**src/rtl/physical_transmitter_if.sv**
```systemverilog
// physical_transmitter_if: handshake bundle for the QPSK framing transmitter.
//   in_valid/in_data/in_ready      : 2-bit Gray-coded payload symbol stream into the TX
//   out_valid/out_data/out_ready   : {I[11:0],Q[11:0]} sample stream towards the DAC/DMA
//   underrun                       : one-cycle pulse when a payload slot is padded
//   tx_busy                        : frame (SOF or payload) in progress
// master: the side feeding symbols and consuming samples; slave: the transmitter.
interface physical_transmitter_if;
  logic        in_valid;
  logic [1:0]  in_data;
  logic        in_ready;
  logic        out_valid;
  logic [23:0] out_data;
  logic        out_ready;
  logic        underrun;
  logic        tx_busy;

  modport master (
    output in_valid, in_data, out_ready,
    input  in_ready, out_valid, out_data, underrun, tx_busy
  );

  modport slave (
    input  in_valid, in_data, out_ready,
    output in_ready, out_valid, out_data, underrun, tx_busy
  );
endinterface

```
**src/rtl/physical_transmitter.sv**
```systemverilog
// physical_transmitter: QPSK framing transmitter (TX end of the physical_receiver link).
// Prepends a 26-symbol SOF preamble to every PAYLOAD_LEN-symbol frame, maps each
// 2-bit symbol to signed 12-bit I/Q (+/-AMP) and holds it for SPS samples.
// Ports:
//   clk        system clock
//   rst        synchronous active-high reset (aborts any frame in progress)
//   bus        physical_transmitter_if.slave: symbol input, sample output,
//              underrun pulse and tx_busy status
// Optional feature: define PHY_TX_IDLE_FILL_EN to emit alternating 00/11 fill
// symbols while idle instead of holding out_valid low.
module physical_transmitter #(
  parameter int unsigned        SPS         = 8,
  parameter int unsigned        PAYLOAD_LEN = 63,
  parameter logic signed [11:0] AMP         = 12'sd400
) (
  input  logic                  clk,
  input  logic                  rst,
  physical_transmitter_if.slave bus
);

  localparam int unsigned        CW          = $clog2(SPS);
  localparam logic [CW-1:0]      LAST_SAMPLE = CW'(SPS - 1);
  localparam logic [6:0]         SOF_LAST    = 7'd25;
  localparam logic [6:0]         PAY_LAST    = 7'(PAYLOAD_LEN - 1);
  localparam logic [31:0]        SOF_I       = 32'h0327_8428;
  localparam logic [31:0]        SOF_Q       = 32'h0272_d17d;
  localparam logic signed [11:0] AMP_NEG     = -AMP;

  typedef enum logic [1:0] {IDLE, SOF, PAYLOAD} state_t;

  state_t        state, state_n;
  logic          buf_full, buf_full_n;
  logic [1:0]    buf_data, buf_data_n;
  logic [1:0]    cur_sym, cur_sym_n;
  logic [CW-1:0] sample_cnt, sample_cnt_n;
  logic [6:0]    sym_cnt, sym_cnt_n;
  logic          underrun_q, underrun_n;
`ifdef PHY_TX_IDLE_FILL_EN
  logic          fill_phase, fill_phase_n;
`endif

  logic       xfer, last, load, fetch, pop;
  logic       valid;
  logic [1:0] neg;
  logic [4:0] sof_idx;

  // Next-state: frame sequencing, symbol buffer and payload fetch
  always_comb begin
    state_n      = state;
    sample_cnt_n = sample_cnt;
    sym_cnt_n    = sym_cnt;
    cur_sym_n    = cur_sym;
    underrun_n   = 1'b0;
    fetch        = 1'b0;
`ifdef PHY_TX_IDLE_FILL_EN
    fill_phase_n = fill_phase;
`endif
    xfer = bus.out_valid & bus.out_ready;
    last = (sample_cnt == LAST_SAMPLE);
    load = bus.in_valid & bus.in_ready;

    if (xfer) sample_cnt_n = last ? '0 : sample_cnt + CW'(1);

    case (state)
      IDLE: begin
`ifdef PHY_TX_IDLE_FILL_EN
        // Leave for SOF only on a fill-symbol boundary so the RX never sees a short symbol
        if (xfer && last) begin
          fill_phase_n = ~fill_phase;
          if (buf_full) begin
            state_n      = SOF;
            sym_cnt_n    = '0;
            fill_phase_n = 1'b0;
          end
        end
`else
        if (buf_full) begin
          state_n      = SOF;
          sym_cnt_n    = '0;
          sample_cnt_n = '0;
        end
`endif
      end
      SOF: begin
        if (xfer && last) begin
          if (sym_cnt == SOF_LAST) begin
            state_n   = PAYLOAD;
            sym_cnt_n = '0;
            fetch     = 1'b1;
          end else begin
            sym_cnt_n = sym_cnt + 7'd1;
          end
        end
      end
      PAYLOAD: begin
        if (xfer && last) begin
          if (sym_cnt == PAY_LAST) begin
            sym_cnt_n = '0;
            state_n   = buf_full ? SOF : IDLE;
          end else begin
            sym_cnt_n = sym_cnt + 7'd1;
            fetch     = 1'b1;
          end
        end
      end
      default: state_n = IDLE;
    endcase

    if (fetch) begin
      if (buf_full) begin
        cur_sym_n = buf_data;
      end else begin
        cur_sym_n  = '0;
        underrun_n = 1'b1;
      end
    end

    // A pop and a load in the same cycle leave the buffer full with the new symbol
    pop        = fetch & buf_full;
    buf_full_n = load | (buf_full & ~pop);
    buf_data_n = load ? bus.in_data : buf_data;
  end

  always_ff @(posedge clk) begin
    if (rst) begin
      state      <= IDLE;
      buf_full   <= 1'b0;
      buf_data   <= '0;
      cur_sym    <= '0;
      sample_cnt <= '0;
      sym_cnt    <= '0;
      underrun_q <= 1'b0;
`ifdef PHY_TX_IDLE_FILL_EN
      fill_phase <= 1'b0;
`endif
    end else begin
      state      <= state_n;
      buf_full   <= buf_full_n;
      buf_data   <= buf_data_n;
      cur_sym    <= cur_sym_n;
      sample_cnt <= sample_cnt_n;
      sym_cnt    <= sym_cnt_n;
      underrun_q <= underrun_n;
`ifdef PHY_TX_IDLE_FILL_EN
      fill_phase <= fill_phase_n;
`endif
    end
  end

  // Output mapping: neg[1] selects -AMP for I, neg[0] for Q
  always_comb begin
    valid   = 1'b0;
    neg     = 2'b00;
    sof_idx = 5'(SOF_LAST - sym_cnt);
    case (state)
      IDLE: begin
`ifdef PHY_TX_IDLE_FILL_EN
        valid = 1'b1;
        neg   = {2{fill_phase}};
`endif
      end
      SOF: begin
        valid = 1'b1;
        neg   = {~SOF_I[sof_idx], ~SOF_Q[sof_idx]};
      end
      PAYLOAD: begin
        valid = 1'b1;
        neg   = cur_sym;
      end
      default: ;
    endcase
  end

  assign bus.out_valid = valid & ~rst;
  assign bus.out_data  = valid ? {neg[1] ? AMP_NEG : AMP, neg[0] ? AMP_NEG : AMP} : '0;
  assign bus.in_ready  = ~buf_full & ~rst;
  assign bus.tx_busy   = (state != IDLE);
  assign bus.underrun  = underrun_q;

endmodule
```
**src/flat_wrapper.sv**
```systemverilog
// flat-port wrapper written by rule: the top's interface ports become plain ports
module physical_transmitter_flat 
#(
  parameter int unsigned        SPS         = 8,
  parameter int unsigned        PAYLOAD_LEN = 63,
  parameter logic signed [11:0] AMP         = 12'sd400
)
  (clk, rst, bus_in_valid, bus_in_data, bus_out_ready, bus_in_ready, bus_out_valid, bus_out_data, bus_underrun, bus_tx_busy);
  physical_transmitter_if bus_i ();
  input  logic clk;
  input  logic rst;
  input wire logic [$bits(bus_i.in_valid)-1:0] bus_in_valid;
  input wire logic [$bits(bus_i.in_data)-1:0] bus_in_data;
  input wire logic [$bits(bus_i.out_ready)-1:0] bus_out_ready;
  output wire logic [$bits(bus_i.in_ready)-1:0] bus_in_ready;
  output wire logic [$bits(bus_i.out_valid)-1:0] bus_out_valid;
  output wire logic [$bits(bus_i.out_data)-1:0] bus_out_data;
  output wire logic [$bits(bus_i.underrun)-1:0] bus_underrun;
  output wire logic [$bits(bus_i.tx_busy)-1:0] bus_tx_busy;
  assign bus_i.in_valid = bus_in_valid;
  assign bus_i.in_data = bus_in_data;
  assign bus_i.out_ready = bus_out_ready;
  assign bus_in_ready = bus_i.in_ready;
  assign bus_out_valid = bus_i.out_valid;
  assign bus_out_data = bus_i.out_data;
  assign bus_underrun = bus_i.underrun;
  assign bus_tx_busy = bus_i.tx_busy;
  physical_transmitter #(.SPS(SPS), .PAYLOAD_LEN(PAYLOAD_LEN), .AMP(AMP)) u_core (.clk(clk), .rst(rst), .bus(bus_i));
endmodule
```
**config.mk**
```make
export PLATFORM = sky130hd
export DESIGN_NAME = physical_transmitter_flat
export DESIGN_NICKNAME = d
export VERILOG_FILES = /design/src/rtl/physical_transmitter_if.sv /design/src/rtl/physical_transmitter.sv /design/src/flat_wrapper.sv
export SDC_FILE = /design/constraint.sdc
export NUM_CORES = 1
export LEC_CHECK = 0
export CAP_MARGIN = 20
export CORE_MARGIN = 2
export CORE_UTILIZATION = 40
export DETAILED_ROUTE_END_ITERATION = 10
export PLACE_DENSITY = 0.75
export RECOVER_POWER = 25
export SETUP_SLACK_MARGIN = 0.5
export SYNTH_ARGS = -nofsm -noshare
export SYNTH_HDL_FRONTEND = slang
export SYNTH_SLANG_ARGS = --single-unit
export TNS_END_PERCENT = 100
```
**constraint.sdc**
```tcl
create_clock -name clk -period 2.59 [get_ports clk]
set_input_delay 0.259 -clock clk [delete_from_list [all_inputs] [get_ports clk]]
set_output_delay 0.259 -clock clk [all_outputs]
set_load 0.02 [all_outputs]
```
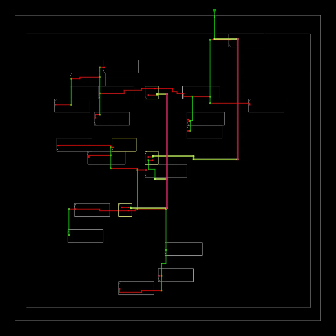
Run 1: clock nets
clk_lat worst skew: 0.31 ns
Clock Sinks: 18

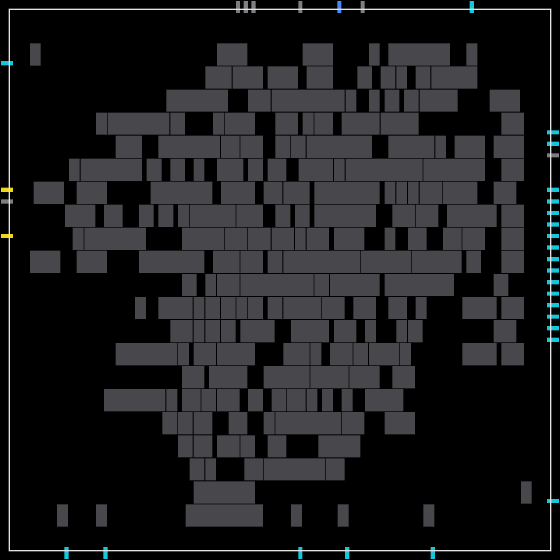
Run 1: pin placement
Pins as bars across the die edge, other pins in gray.
legend:
  blue:
    port: bus_out_valid
    pins: 1
    direction: output
    edge: top
  yellow:
    port: bus_in_data
    pins: 2
    direction: input
    edge: left
  cyan:
    port: bus_out_data
    pins: 24
    direction: output
    edge: 17 right, 5 bottom, 1 top, 1 left
Port Buffer Count: 25
Die H: 63.7 um
Die X: 63.7 um

==> reports/results.tsv, run 1 <==
metric	value	unit
status	complete, no violations	
first-pass GRT wire length	4890	um
Well Taps	46	
Antenna Violating Nets Remaining	0	
WL final	3180	um
M3 GR Usage	0.0229	
Hold Fails Final Rpt	0	
Worst Hold Class	reg2reg	
Final Wtd Congestion	0.802	
RSZ-0062 raised after global routing	true	
WHS Path Cells	2	
Detail Placement HPWL	2210	um
CP Cell Sequence	inv_4 > ha_4 > xnor2_2 > mux2i_1 > nor3_2 > a41oi_2 > and3_1 > buf_2	
slowest cell on the critical path	dfxtp_4	
WL met1	1420	um
Comb/total area	0.545	
largest net degree at the start of global routing	17	
clk buf depth	2	
switch share	0.407	
met2 WL	1510	um
Post-CTS Hold Buffers	0	
Max Clk Rate	424	MHz
sequential power	0.306	mW
Seq/Total Area, Yosys	0.252	
yosys cell count	179	
Dominant cell area share	0.252	
crit path launch	u_core.sym_cnt[1]	
worst path required time	2.33	ns
CORE AREA	3390	um2
Worst Hold End	u_core.cur_sym[0]	
CP max FO	3	
ant diodes	0	
Residual DRC	0	
GR Layer Usage met1	0.200	
crit path launch type	flip-flop	
VDD IR max	243	uV
dominant kind of cell	combinational gates	
max_cap viols	0	
Clock Buffer Count	4	
CTS tree	yes	
final worst-path cycle share	0.910	
Iter 0 DRT Violations	69	
CP peak stage delay	0.38	ns
Pwr Density	533	nW/um2
I/O pins	34	
P&R area growth vs syn	27.6	%
FF-to-FF Start	u_core.state[1]	
Seq area share	0.203	
post-synthesis instance area	1430	um2
top cells by area	dfxtp_1 25%, ha_1 13%, buf_4 11%	
post-CTS sizing	78	
All-Layer GR Usage	0.149	
GRT Residual Overflow	0	
initial antenna violation count	0	
worst setup margin	0.233	ns
comb_multi_in	129	
gr busiest metal	met2	
met3 routed WL	174	um
Worst R2R End	u_core.sym_cnt[6]	
WP depth	8	
Log Warnings	39	
top flop regs	u_core.sym_cnt x7, u_core.sample_cnt x3	
HP Start	u_core.cur_sym[0]	
Top cells excl fill/tap	23 x buf_4, 16 x a21oi_1, 13 x nand2_1, 13 x dfxtp_1	
final-report max-slew violation count	0	
FF/Latch Area	369	um2
most frequent cells after synthesis	21 x a21oi_1, 21 x buf_4, 18 x dfxtp_1, 15 x ha_1, 14 x nand2_1	
Setup-failing EPs final	0	
Rows	21	
drt wl/cell	12.8	um
Logic area	993	um2
CTS H-tree lvls	1	
root buf cell	clkbuf_4	
Logic pwr share	0.495	
cell family with most CP delay	flip-flops	
setup TNS	0	ns
Non-Clock Inverter Count	13	
Vias/cell	5.11	
Post-CTS Setup Inserts	2	
Clk. pwr	0.184	mW
via count	1267	
FP Util	0.421	
cell count after synthesis	179	
Post-Route Skew	0.000500	ns
Crit Path Category	reg2out	
syn avg cell area	7.98	um2
switching power	0.395	mW
number of enable flip-flop cells	0	
CP Buf/Inv Count	2	
Synth warnings	0	
crit path to	bus_out_data[19]	
non-clock buffer count	38	
CTS buffer count	3	
comb pwr	0.480	mW
Cell variety after synth	34	
Worst-path clk slew	0.11	ns
Biggest register	u_core.sym_cnt	
min Tclk post-route	2.36	ns
Reg2Reg Setup Slack	0.34	ns
pre-CTS setup slack	0.110	ns
share of layout cells above drive strength 1	0.322	
Reg power frac	0.316	
Post-synth ARST share	0	
# fillers	297	
Crit. End Element	output pin	
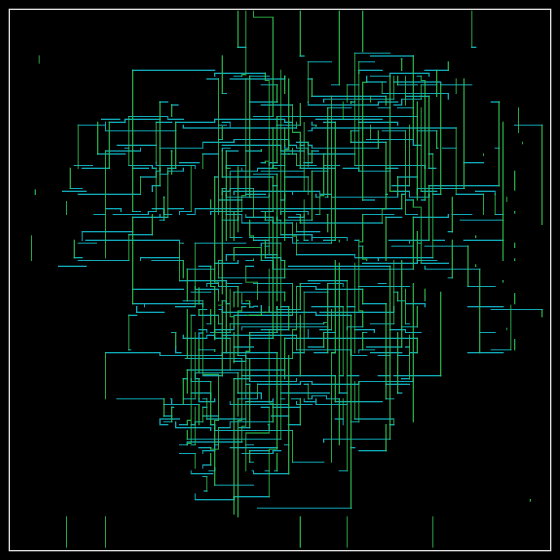
Run 1: routed metal, one color a layer
Only two layers are drawn.
legend:
  cyan:
    layer: M1
    wire_length: 1420 um
  green:
    layer: M2
    wire_length: 1510 um

==> run 1: metrics by stage <==
step | cell area, um2 | hold WS, ns | instances | total power, mW | util
3_3_place_gp | 1640 | 0.452 | 235 | 0.755 | 0.484
2_1_floorplan | 1500 | 0.405 | 186 | 0.652 | -
5_1_grt | 1820 | 0.495 | 248 | 1.02 | 0.537
3_5_place_dp | 1640 | 0.459 | 235 | 0.758 | 0.484
6_report | 1820 | 0.473 | 248 | 0.970 | 0.537
4_1_cts | 1690 | 0.473 | 241 | 0.931 | 0.500
==> run 1: cells by family after synthesis <==
group                      share of synthesized area
DFF                                            0.252
other                                        0.00263
adders and majority gates                      0.131
xor gates and xnor gates                      0.0123
buffers and inverters                          0.164
and+or+nand+nor                                0.203
muxes                                         0.0736
AOI/OAI and AO/OA                              0.160
--- run 2 (diff from run 1) ---
--- a/config.mk
+++ b/config.mk
@@ -5,6 +5,7 @@
 export SDC_FILE = /design/constraint.sdc
 export NUM_CORES = 1
 export LEC_CHECK = 0
+export ABC_CLOCK_PERIOD_IN_PS = 2590
 export CAP_MARGIN = 20
 export CORE_MARGIN = 2
 export CORE_UTILIZATION = 40
==> reports/results.tsv, run 2 <==
metric	value	unit	change
FF-to-FF Start	u_core.state[1]		
final-report max-slew violation count	0		unchanged
Well Taps	46		unchanged
Post-synth ARST share	0		unchanged
# fillers	297		unchanged
CP max FO	3		unchanged
Post-Route Skew	0.000500	ns	unchanged
Worst R2R End	u_core.sym_cnt[6]		
Top cells excl fill/tap	23 x buf_4, 16 x a21oi_1, 13 x nand2_1, 13 x dfxtp_1		
top flop regs	u_core.sym_cnt x7, u_core.sample_cnt x3		
dominant kind of cell	combinational gates		
Reg2Reg Setup Slack	0.34	ns	about the same
Iter 0 DRT Violations	69		unchanged
Logic pwr share	0.495		about the same
Worst-path clk slew	0.11	ns	about the same
Crit Path Category	reg2out		
CP Buf/Inv Count	2		unchanged
crit path launch	u_core.sym_cnt[1]		
comb pwr	0.480	mW	about the same
Detail Placement HPWL	2210	um	unchanged
non-clock buffer count	38		unchanged
Seq area share	0.203		unchanged
ant diodes	0		unchanged
I/O pins	34		unchanged
Residual DRC	0		unchanged
Port Buffer Count	25		unchanged
root buf cell	clkbuf_4		
share of layout cells above drive strength 1	0.322		unchanged
post-CTS sizing	78		unchanged
FP Util	0.421		unchanged
syn avg cell area	7.98	um2	unchanged
clk_lat worst skew	0.31	ns	about the same
Hold Fails Final Rpt	0		unchanged
slowest cell on the critical path	dfxtp_4		
Crit. End Element	output pin		
flop count	18		
Seq/Total Area, Yosys	0.252		unchanged
comb_multi_in	129		unchanged
Logic area	993	um2	unchanged
CP Cell Sequence	inv_4 > ha_4 > xnor2_2 > mux2i_1 > nor3_2 > a41oi_2 > and3_1 > buf_2		
CP peak stage delay	0.38	ns	about the same
Worst Hold Class	reg2reg		
switch share	0.407		unchanged
worst path required time	2.33	ns	about the same
gr busiest metal	met2		
VDD IR max	243	uV	unchanged
Setup-failing EPs final	0		unchanged
CORE AREA	3390	um2	unchanged
crit path to	bus_out_data[19]		
Clock Sinks	18		unchanged
Post-CTS Hold Buffers	0		unchanged
CTS H-tree lvls	1		unchanged
Non-Clock Inverter Count	13		unchanged
WL met1	1420	um	unchanged
FF/Latch Area	369	um2	unchanged
Antenna Violating Nets Remaining	0		unchanged
yosys cell count	179		unchanged
Vias/cell	5.11		unchanged
post-route insts no fill	248		unchanged
WP depth	8		unchanged
P&R area growth vs syn	27.6	%	unchanged
Log Warnings	39		unchanged
Worst Path Arrival	2.10	ns	
Cell variety after synth	34		unchanged
number of enable flip-flop cells	0		unchanged
Final Wtd Congestion	0.802		unchanged
post-synthesis instance area	1430	um2	unchanged
RSZ-0062 raised after global routing	true		
Die H	63.7	um	unchanged
first-pass GRT wire length	4890	um	unchanged
HP Start	u_core.cur_sym[0]		
Die X	63.7	um	unchanged
Clock Buffer Count	4		unchanged
clk buf depth	2		unchanged
Rows	21		unchanged
cell family with most CP delay	flip-flops		
min Tclk post-route	2.36	ns	unchanged
sequential power	0.306	mW	about the same
dpl cells	235		unchanged
max_cap viols	0		unchanged
GRT Residual Overflow	0		unchanged
P_int	0.575	mW	
Synth warnings	0		unchanged
Pwr Density	533	nW/um2	unchanged
met2 WL	1510	um	unchanged
crit path launch type	flip-flop		
GR Layer Usage met1	0.200		unchanged
status	complete, no violations		
switching power	0.395	mW	unchanged
Worst Hold End	u_core.cur_sym[0]		
final worst-path cycle share	0.910		unchanged
top cells by area	dfxtp_1 25%, ha_1 13%, buf_4 11%		
Dominant cell area share	0.252		unchanged
Flops after synth	18		
Max Clk Rate	424	MHz	unchanged
met2 global-route usage	0.238		
Clk. pwr	0.184	mW	about the same
M3 GR Usage	0.0229		unchanged
most frequent cells after synthesis	21 x a21oi_1, 21 x buf_4, 18 x dfxtp_1, 15 x ha_1, 14 x nand2_1		
initial antenna violation count	0		unchanged
Comb/total area	0.545		unchanged
setup TNS	0	ns	unchanged
Biggest register	u_core.sym_cnt		
CTS tree	yes		
largest net degree at the start of global routing	17		unchanged
met3 routed WL	174	um	unchanged
WHS Path Cells	2		unchanged
cell count after synthesis	179		unchanged
top routing layer used	met4		
Post-CTS Setup Inserts	2		unchanged
Reg power frac	0.316		about the same
Synth Flop Type	dfxtp_1		
CTS buffer count	3		unchanged
-- run 2: metrics by stage --
| step | util | area [um2] | setup slack [ns] | power, mW | hold slack [ns] |
|---|---|---|---|---|---|
| 2_1_floorplan | - | 1500 | 0.439 | 0.652 | 0.405 |
| 3_3_place_gp | 0.484 | 1640 | 0.145 | 0.755 | 0.452 |
| 3_5_place_dp | 0.484 | 1640 | 0.110 | 0.758 | 0.459 |
| 4_1_cts | 0.500 | 1690 | 0.254 | 0.931 | 0.473 |
| 5_1_grt | 0.537 | 1820 | 0.129 | 1.02 | 0.495 |
| 6_report | 0.537 | 1820 | 0.233 | 0.970 | 0.473 |
-- run 2: cells by family after synthesis --
logic type	synth area share
flops	0.252
mux	0.0736
buf+inv	0.164
simple gates	0.203
compound gates	0.160
xor+xnor	0.0123
fa+ha+maj	0.131
other cells	0.00263
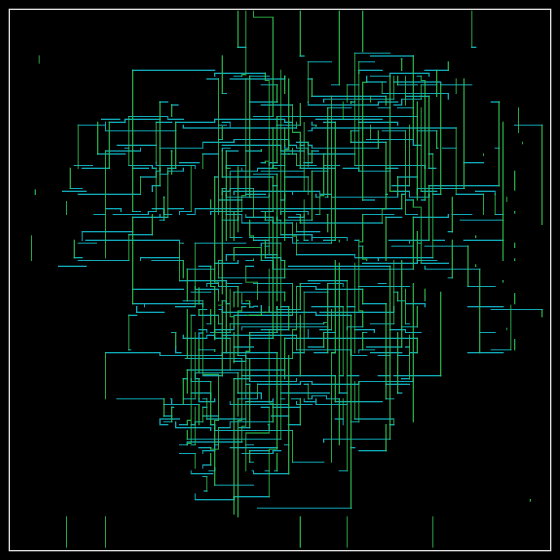
Run 2: routed metal, one color a layer
Only two layers are drawn.
legend:
  green:
    layer: M2
    wire_length: 1510 um
  cyan:
    layer: M1
    wire_length: 1420 um
All-Layer GR Usage: 0.149
via count: 1267
drt wl/cell: 12.8 um
WL final: 3180 um

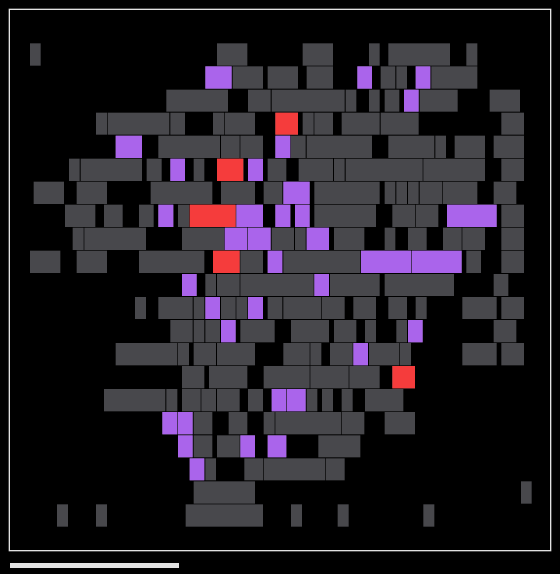
Run 2: gate families picked out
The bar under the picture is 20 um long.
legend:
  red:
    family: non-inverting ao/oa cells
    cells: 5
  purple:
    family: aoi and oai cells
    cells: 35
    most_used: a21oi_1

Power figures rest on the tool's default switching activity, not on a simulated workload.
